==> config.mk <==
export PLATFORM = sky130hd
export DESIGN_NAME = ysyx_22040237_lsu_mc
export DESIGN_NICKNAME = d
export VERILOG_FILES = /design/src/rtl/ysyx_22040237_lsu_pkg.sv /design/src/rtl/ysyx_22040237_lsu_align.sv /design/src/rtl/ysyx_22040237_lsu_mc.sv
export SDC_FILE = /design/constraint.sdc
export NUM_CORES = 1
export LEC_CHECK = 0
export ABC_CLOCK_PERIOD_IN_PS = 3800
export CAP_MARGIN = 20
export CORE_MARGIN = 2
export CORE_UTILIZATION = 30
export CTS_CLUSTER_SIZE = 20
export DETAILED_ROUTE_END_ITERATION = 12
export PLACE_DENSITY = 0.61
export SYNTH_ARGS = -nofsm -noshare
export SYNTH_HDL_FRONTEND = slang
export SYNTH_SLANG_ARGS = --single-unit
export TNS_END_PERCENT = 10
==> constraint.sdc <==
create_clock -name clk -period 3.8 [get_ports clk]
set_clock_uncertainty 0.2 [all_clocks]
set_input_delay 0.38 -clock clk [delete_from_list [all_inputs] [get_ports clk]]
set_output_delay 0.38 -clock clk [all_outputs]
set_load 0.005 [all_outputs]
Fig. 1: gate families picked out
(1.5 px per um)
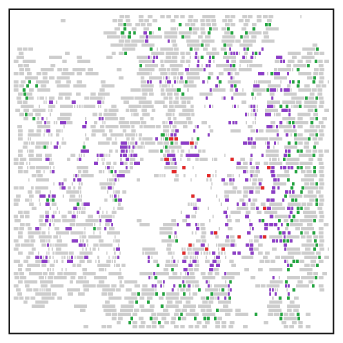
legend:
  red:
    family: AND-OR and OR-AND gates
    cells: 19
  purple:
    family: inverting AOI/OAI gates
    cells: 314
    where: spread over the die
  green:
    family: AND and OR gates
    cells: 174
highest-count logic cell in the final layout: clkdlybuf4s50_1
Final Non-Filler Cells: 2506

Fig. 2: metal 3
(2 px per um)
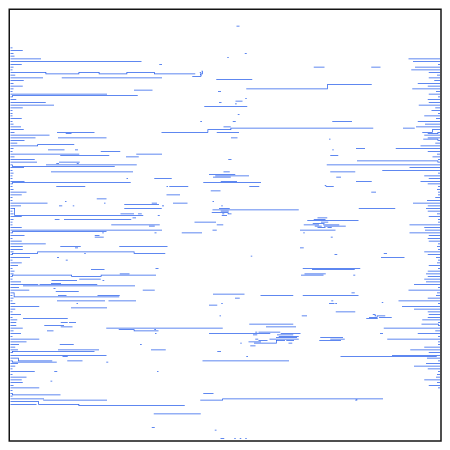
longest straight run: 80.0 um
wire length on this layer: 4620 um
main direction: horizontal
share of all routed wire: 7.6%
met3 global-route usage: 5.888%
vias: 13.38k
Routed WL: 61170 um

Fig. 3: cells by drive strength
(1.5 px per um)
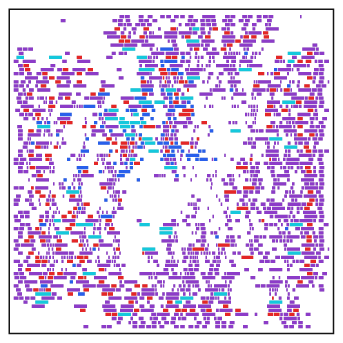
legend:
  purple:
    size: drive 1 or less
    cells: 1527
  red:
    size: drive 2
    cells: 221
  blue:
    size: drive 3 to 4
    cells: 107
  cyan:
    size: drive 6 and up
    cells: 55
finished layout cell area: 20000 sq um
worst setup margin: -0.01191 ns
Signal buffers: 508
Area Overhead vs Synth: 49.50%

==> qor.yml <==
outcome: "finished with violations"
violations: "negative setup slack"
critPathArrivalTime_ns: 3.23
grt_pass1_vias: 13710
end_kind: "primary output"
synth_top_area_share_pct: 38.53
xor_area_share_pct: 0
period_used_pct: 100.3
place_ws_ns: -0.0008611
cts_buffer_depth: 3
drv_slew: 0
max_freq_mhz: 262.3
ys_types: 54
post_synth.cell_area_avg_sq_um: 9.028
hold_class: "input pin to asynchronous set/reset pin"
cp_slowest_stage_delay_ns: 0.45
firstDrtPassIters: 5
p_sw_uw: 8842
wl_met1_um: 24890
met1_usage_pct: 31.48
setup_ws_ns: -0.01191
drive_above_1_share_pct: 20.05
cp_cell_sequence: "inv_2 > ha_4 > buf_12 > mux2_4 > buf_12 > mux2i_1 > nand2_1 > a31oi_1 > nor2_1 > buf_4 > clkdlybuf4s50_1"
synth_warnings: 0
yosys-stat-area_sq_um: 13380
slew_headroom_pct: 46.61
netlist_instances: 1482
setup-violations-final: 4
ys.flop_type: "dfrtp_1"
sw_frac_of_total_pct: 45.44
route.met2.wl_um: 29080
drtIter0Drc: 956
postPlaceCellArea_sq_um: 18470
critical_path_class: "register to primary output"
overflow: 0
antenna_found_initial: 12
fin_util_pct: 45.33
reg2regPathDepth: 12
slowest_stage: "clkdlybuf4s50_1"
root_buffer: "clkbuf_16"
fin_crit_ns: 3.812
core_sq_um: 44120
p_per_area_nw_per_um2: 972.9
numCtsBuffers: 26
vdd_drop_max_mv: 0.4597
async_flop_share_pct: 100.0
ys_sh_adder_pct: 0.8417
combinationalPowerShare_pct: 65.6
cts_tree: "done"
cp_max_fo: 36
ys_seq_elements: 206
clk-insertion-delay-late_ns: 0.54
worst max-delay path: cells and delay by family (launching register included):
family | cells | cell delay [ns]
compound gates | 1 | 0.20
mux | 2 | 0.59
fa+ha+maj | 1 | 0.19
flops | 1 | 0.42
buf+inv | 5 | 1.08
simple gates | 2 | 0.17
power by group through the flow:
stage          Clock (uW)  Sequential (uW)  Combinational, uW
4_1_cts              2550             4180              12300
3_3_place_gp            0             4140              11600
6_report             2490             4210              12800
3_5_place_dp            0             4170              11700
2_1_floorplan           0             3810               7170
5_1_grt              2640             4320              13700
layout make-up:
| class | count | area, sq um |
|---|---|---|
| fillers | 4328 | 24120 |
| multi-input cells | 1145 | 8109 |
| flip-flops and latches | 206 | 5155 |
| repair buffers | 508 | 5112 |
| well taps | 592 | 740.7 |
| clock buffers | 33 | 738.2 |
| clock inverters | 10 | 106.4 |
| inverters | 8 | 30.03 |
| diodes | 4 | 10.01 |
Yosys cell counts, types with 2 or more instances:
library cell,instances
nor3_1,3
clkbuf_1,86
a21o_1,15
a21oi_1,152
o22ai_1,32
o31ai_1,17
a211o_1,2
a221oi_1,5
nand2_1,201
buf_4,3
or4_1,2
mux4_2,10
nor2b_1,9
buf_6,4
nand3_1,44
o211ai_1,10
ha_1,9
or2_2,4
nor2_1,123
mux2i_1,83
o21ai_0,14
dfrtp_1,206
and3_1,17
a31oi_1,13
nand2_2,3
a2bb2oi_1,7
buf_1,12
mux2_2,142
inv_1,7
buf_2,20
a32oi_1,22
a211oi_1,19
and2_1,149
o22ai_2,10
o221ai_1,7
mux2_4,2
cell families after synthesis:
group                    after synthesis
AND/OR/NAND/NOR                      562
flip-flops                           206
other                                  1
AND-OR/OR-AND                        333
buffers and inverters                133
adder cells (fa/ha/maj)                9
multiplexers                         238
Power and IR drop assume default switching activity.
